`config.mk`:
```
export PLATFORM = sky130hd
export DESIGN_NAME = pop_pulse_sequencer_flat
export DESIGN_NICKNAME = d
export VERILOG_FILES = /design/src/rtl/pop_pulse_sequencer_if.sv /design/src/rtl/pop_pulse_sequencer.sv /design/src/flat_wrapper.sv
export SDC_FILE = /design/constraint.sdc
export NUM_CORES = 1
export LEC_CHECK = 0
export CAP_MARGIN = 20
export CORE_ASPECT_RATIO = 1.2
export CORE_UTILIZATION = 55
export CTS_CLUSTER_DIAMETER = 80
export DETAILED_ROUTE_END_ITERATION = 10
export PLACE_DENSITY_LB_ADDON = 0.3
export SYNTH_ARGS = -nofsm -noshare
export SYNTH_HDL_FRONTEND = slang
export SYNTH_SLANG_ARGS = --single-unit
```
`constraint.sdc`:
```
create_clock -name clk_2M5 -period 4.2 [get_ports clk_2M5]
set_clock_uncertainty 0.15 [all_clocks]
set_input_delay 0.63 -clock clk_2M5 [delete_from_list [all_inputs] [get_ports clk_2M5]]
set_output_delay 0.63 -clock clk_2M5 [all_outputs]
set_load 0.1 [all_outputs]
```
`src/rtl/pop_pulse_sequencer_if.sv`:
```
// pop_pulse_sequencer_if: control/status bundle between the POP sequencer and its controller.
//   master: drives enable and the four phase lengths; observes the gates and cycle progress.
//   slave : the sequencer side.
//   sync_out exists only when POP_SYNC_OUT_EN is defined.
interface pop_pulse_sequencer_if #(parameter int CNT_W = 16, parameter int CYC_W = 16);
  logic             enable;
  logic [CNT_W-1:0] pump_len;
  logic [CNT_W-1:0] dark_len;
  logic [CNT_W-1:0] probe_len;
  logic [CNT_W-1:0] dead_len;
  logic             pump_out;
  logic             probe_out;
  logic             busy;
  logic             cycle_done;
  logic [CYC_W-1:0] cycle_count;
`ifdef POP_SYNC_OUT_EN
  logic             sync_out;
  modport master (output enable, pump_len, dark_len, probe_len, dead_len,
                  input pump_out, probe_out, busy, cycle_done, cycle_count, sync_out);
  modport slave  (input enable, pump_len, dark_len, probe_len, dead_len,
                  output pump_out, probe_out, busy, cycle_done, cycle_count, sync_out);
`else
  modport master (output enable, pump_len, dark_len, probe_len, dead_len,
                  input pump_out, probe_out, busy, cycle_done, cycle_count);
  modport slave  (input enable, pump_len, dark_len, probe_len, dead_len,
                  output pump_out, probe_out, busy, cycle_done, cycle_count);
`endif
endinterface

```
`src/rtl/pop_pulse_sequencer.sv`:
```
// pop_pulse_sequencer: repeating pump/dark/probe/dead POP cycle generator on clk_2M5.
//   clk_2M5 : 2.5 MHz tick clock
//   rst_n   : asynchronous active-low reset
//   bus     : slave side of pop_pulse_sequencer_if (enable, lengths in; gates, busy,
//             cycle_done, cycle_count out; sync_out when POP_SYNC_OUT_EN is defined)
// Optional feature macro: POP_SYNC_OUT_EN (one-tick sync_out at the start of each PUMP).
module pop_pulse_sequencer #(
  parameter int CNT_W = 16,
  parameter int CYC_W = 16
) (
  input logic clk_2M5,
  input logic rst_n,
  pop_pulse_sequencer_if.slave bus
);
  typedef enum logic [2:0] {IDLE, PUMP, DARK, PROBE, DEAD} state_t;
  state_t state, nxt;
  logic [CNT_W-1:0] cnt, nxt_cnt, dark_l, probe_l, dead_l;
  logic last, load, fin;
  // Counter preload for a phase of length l; a zero length behaves as one tick.
  function automatic logic [CNT_W-1:0] ld(input logic [CNT_W-1:0] l);
    return (l == '0) ? '0 : l - 1'b1;
  endfunction
  always_comb begin
    last = cnt == '0;
    // Latch point: leaving IDLE, or the last DEAD tick when cycling continues.
    load = bus.enable && (state == IDLE || (state == DEAD && last));
    nxt = state == IDLE ? (bus.enable ? PUMP : IDLE) :
          !last          ? state :
          state == PUMP  ? DARK :
          state == DARK  ? PROBE :
          state == PROBE ? DEAD :
          bus.enable     ? PUMP : IDLE;
    // The pump length goes straight into the counter, so it needs no latch register.
    nxt_cnt = load           ? ld(bus.pump_len) :
              state == IDLE  ? '0 :
              !last          ? cnt - 1'b1 :
              state == PUMP  ? ld(dark_l) :
              state == DARK  ? ld(probe_l) :
              state == PROBE ? ld(dead_l) : '0;
    // Outputs are registered from the next state, so the coming tick is the last DEAD tick.
    fin = nxt == DEAD && nxt_cnt == '0;
  end
  always_ff @(posedge clk_2M5 or negedge rst_n) begin
    if (!rst_n) begin
      state <= IDLE;
      cnt <= '0;
      dark_l <= '0;
      probe_l <= '0;
      dead_l <= '0;
      bus.pump_out <= 1'b0;
      bus.probe_out <= 1'b0;
      bus.busy <= 1'b0;
      bus.cycle_done <= 1'b0;
      bus.cycle_count <= '0;
`ifdef POP_SYNC_OUT_EN
      bus.sync_out <= 1'b0;
`endif
    end else begin
      state <= nxt;
      cnt <= nxt_cnt;
      dark_l <= load ? bus.dark_len : dark_l;
      probe_l <= load ? bus.probe_len : probe_l;
      dead_l <= load ? bus.dead_len : dead_l;
      bus.pump_out <= nxt == PUMP;
      bus.probe_out <= nxt == PROBE;
      bus.busy <= nxt != IDLE;
      bus.cycle_done <= fin;
      bus.cycle_count <= fin ? bus.cycle_count + 1'b1 : bus.cycle_count;
`ifdef POP_SYNC_OUT_EN
      bus.sync_out <= nxt == PUMP && state != PUMP;
`endif
    end
  end
endmodule

```
`src/flat_wrapper.sv`:
```
// flat-port wrapper written by rule: the top's interface ports become plain ports
module pop_pulse_sequencer_flat 
#(
  parameter int CNT_W = 16,
  parameter int CYC_W = 16
)
  (clk_2M5, rst_n, bus_enable, bus_pump_len, bus_dark_len, bus_probe_len, bus_dead_len, bus_pump_out, bus_probe_out, bus_busy, bus_cycle_done, bus_cycle_count);
  pop_pulse_sequencer_if #(.CNT_W(CNT_W), .CYC_W(CYC_W)) bus_i ();
  input logic clk_2M5;
  input logic rst_n;
  input wire logic [$bits(bus_i.enable)-1:0] bus_enable;
  input wire logic [$bits(bus_i.pump_len)-1:0] bus_pump_len;
  input wire logic [$bits(bus_i.dark_len)-1:0] bus_dark_len;
  input wire logic [$bits(bus_i.probe_len)-1:0] bus_probe_len;
  input wire logic [$bits(bus_i.dead_len)-1:0] bus_dead_len;
  output wire logic [$bits(bus_i.pump_out)-1:0] bus_pump_out;
  output wire logic [$bits(bus_i.probe_out)-1:0] bus_probe_out;
  output wire logic [$bits(bus_i.busy)-1:0] bus_busy;
  output wire logic [$bits(bus_i.cycle_done)-1:0] bus_cycle_done;
  output wire logic [$bits(bus_i.cycle_count)-1:0] bus_cycle_count;
  assign bus_i.enable = bus_enable;
  assign bus_i.pump_len = bus_pump_len;
  assign bus_i.dark_len = bus_dark_len;
  assign bus_i.probe_len = bus_probe_len;
  assign bus_i.dead_len = bus_dead_len;
  assign bus_pump_out = bus_i.pump_out;
  assign bus_probe_out = bus_i.probe_out;
  assign bus_busy = bus_i.busy;
  assign bus_cycle_done = bus_i.cycle_done;
  assign bus_cycle_count = bus_i.cycle_count;
  pop_pulse_sequencer #(.CNT_W(CNT_W), .CYC_W(CYC_W)) u_core (.clk_2M5(clk_2M5), .rst_n(rst_n), .bus(bus_i));
endmodule
```
### PDN straps and rails

Drawn at 4 px/um. Pins as bars on the die edge.
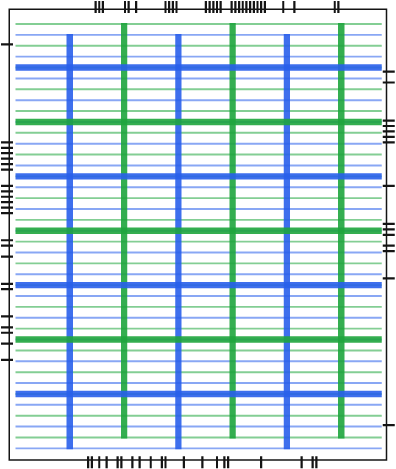
- VDD: green
- VSS: blue
- met1 rails: 40
- met5 straps: 7
- met4 straps: 6
- rows: 39
- signal pins: 87
die y size: 112 um
VDD IR max: 237 uV
Std-Cell Core Area: 9710 um^2
die width: 93.9 um

==> reports/metrics.cfg <==
[setup_path]
path_max_fanout = 14
cp_cell_sequence = inv_1 > ha_1 > or3b_1 > nor4_2 > nand2b_1 > buf_4 > a221oi_1 > nand2_1 > inv_1 > nand4_2 > mux2_1
cp.required_ns = 4.28
reg2regPathDepth = 11
reg2reg_from = u_core.cnt[0]
cp_top_family = simple AND/OR/NAND/NOR gates
critPathMaxStageDelay_ns = 0.49
reg2reg_to = u_core.bus.cycle_count[1]
crit_buf_inv = 3

[floorplan]
rows = 39
tapCellCount = 123

[pwr]
pwr-share-comb = 0.206
netSwitchingFraction = 0.290

[final_timing]
fin_crit_ns = 3.87
rsz0062_at_grt = false
maxSlewViolCount = 0
slew_headroom = 0.345

[detailed_routing]
drc = 0
routed_wirelength_um = 15700
wl_met2_um = 8020

[final_layout]
logic_gates = 450
clock_cell_area_share = 0.0458
nFillCells = 755
seq_share = 0.316
final-nonclk-buf-share = 0.137
n_antenna_cell = 0

[grt]
grt_use_met2 = 0.541
grt_usage = 0.317
gr-usage-met1 = 0.392
grt_antenna_before_repair = 0
grt-busiest-layer = met2
grt_overflow = 0

[placed_design]
gp_congestion = 0.915

[worst_hold_path]
hold_path.class = in2async

[yosys]
syn_area_um2 = 5580
edf_count = 0
synth.area.top_cells = dfrtp_1 (39%), mux2_2 (9.7%), xnor2_1 (6.9%)
synth.avg_cell_area_um2 = 9.50
async_reset_ff_frac = 1.00
most_common_cell = dfrtp_1

[cts]
path_clk_slew_ns = 0.07
cts_setup_buffers = 0

[run_status]
status = finished, final reports clean

### Wiring heat map

Drawn at 3 px/um. The die is cut into 19 by 22 equal tiles; dark purple is low, yellow is high, scaled to the fullest tile. Values are wire area over tile area, all layers added.
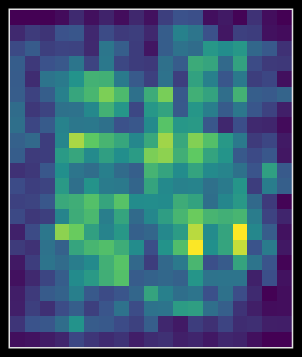
- nearly empty tiles: 2.4%
- mean over tiles: 0.24
- fullest tile: 0.69
- tiles over half the peak: 24%
- densest ninth of the die: middle

[worst max path at each step]
stage / startpoint / end / depth (start not counted)
after global placement: bus_enable / u_core.bus.cycle_count[15] / 11
after detailed placement: bus_pump_len[4] / u_core.bus.cycle_count[1] / 11
after global routing: u_core.cnt[0] / u_core.bus.cycle_count[1] / 11
after floorplan: u_core.cnt[0] / u_core.bus.cycle_count[8] / 13
after CTS: u_core.cnt[0] / u_core.bus.cycle_count[7] / 12
final: u_core.cnt[0] / u_core.bus.cycle_count[1] / 11
[flip-flops by register name, summed over array words and instances (netlist names), 3 cells and up]
register	count
u_core.probe_l	16
u_core.dark_l	16
u_core.state	3
u_core.bus.cycle_count	16
u_core.dead_l	16
u_core.cnt	16
[stage by stage]
stage	std cells	hold slack (ns)	cell area, um^2	power [mW]	setup slack (ns)
final	797	0.127	6890	2.29	0.334
after detailed placement	780	0.321	6560	1.44	0.155
after global routing	797	0.186	6890	2.37	0.105
after global placement	780	0.319	6560	1.43	0.268
after floorplan	587	0.184	5580	1.22	0.872
after CTS	796	0.333	6870	2.29	0.356
[cells by family (layout without fill, tap and decap cells)]
family | after synthesis | after routing | synth area share
adder cells (fa/ha/maj) | 8 | 8 | 0.0180
XOR/XNOR | 68 | 68 | 0.107
AND-OR/OR-AND | 92 | 92 | 0.107
multiplexers | 52 | 52 | 0.104
buffers and inverters | 50 | 137 | 0.0370
flip-flops | 87 | 87 | 0.390
AND/OR/NAND/NOR | 230 | 230 | 0.236
[cell usage in the layout (no fill, tap or decap), types with 24 or more instances in the layout]
master           instances
dfrtp_1                 87
clkdlybuf4s50_1         85
mux2_2                  48
xnor2_1                 44
nor2_1                  42
nor3_1                  35
nand2_1                 33
nand4_1                 26
inv_1                   25
xor2_1                  24
No activity file was given, so power comes from the tool's default toggle rates.
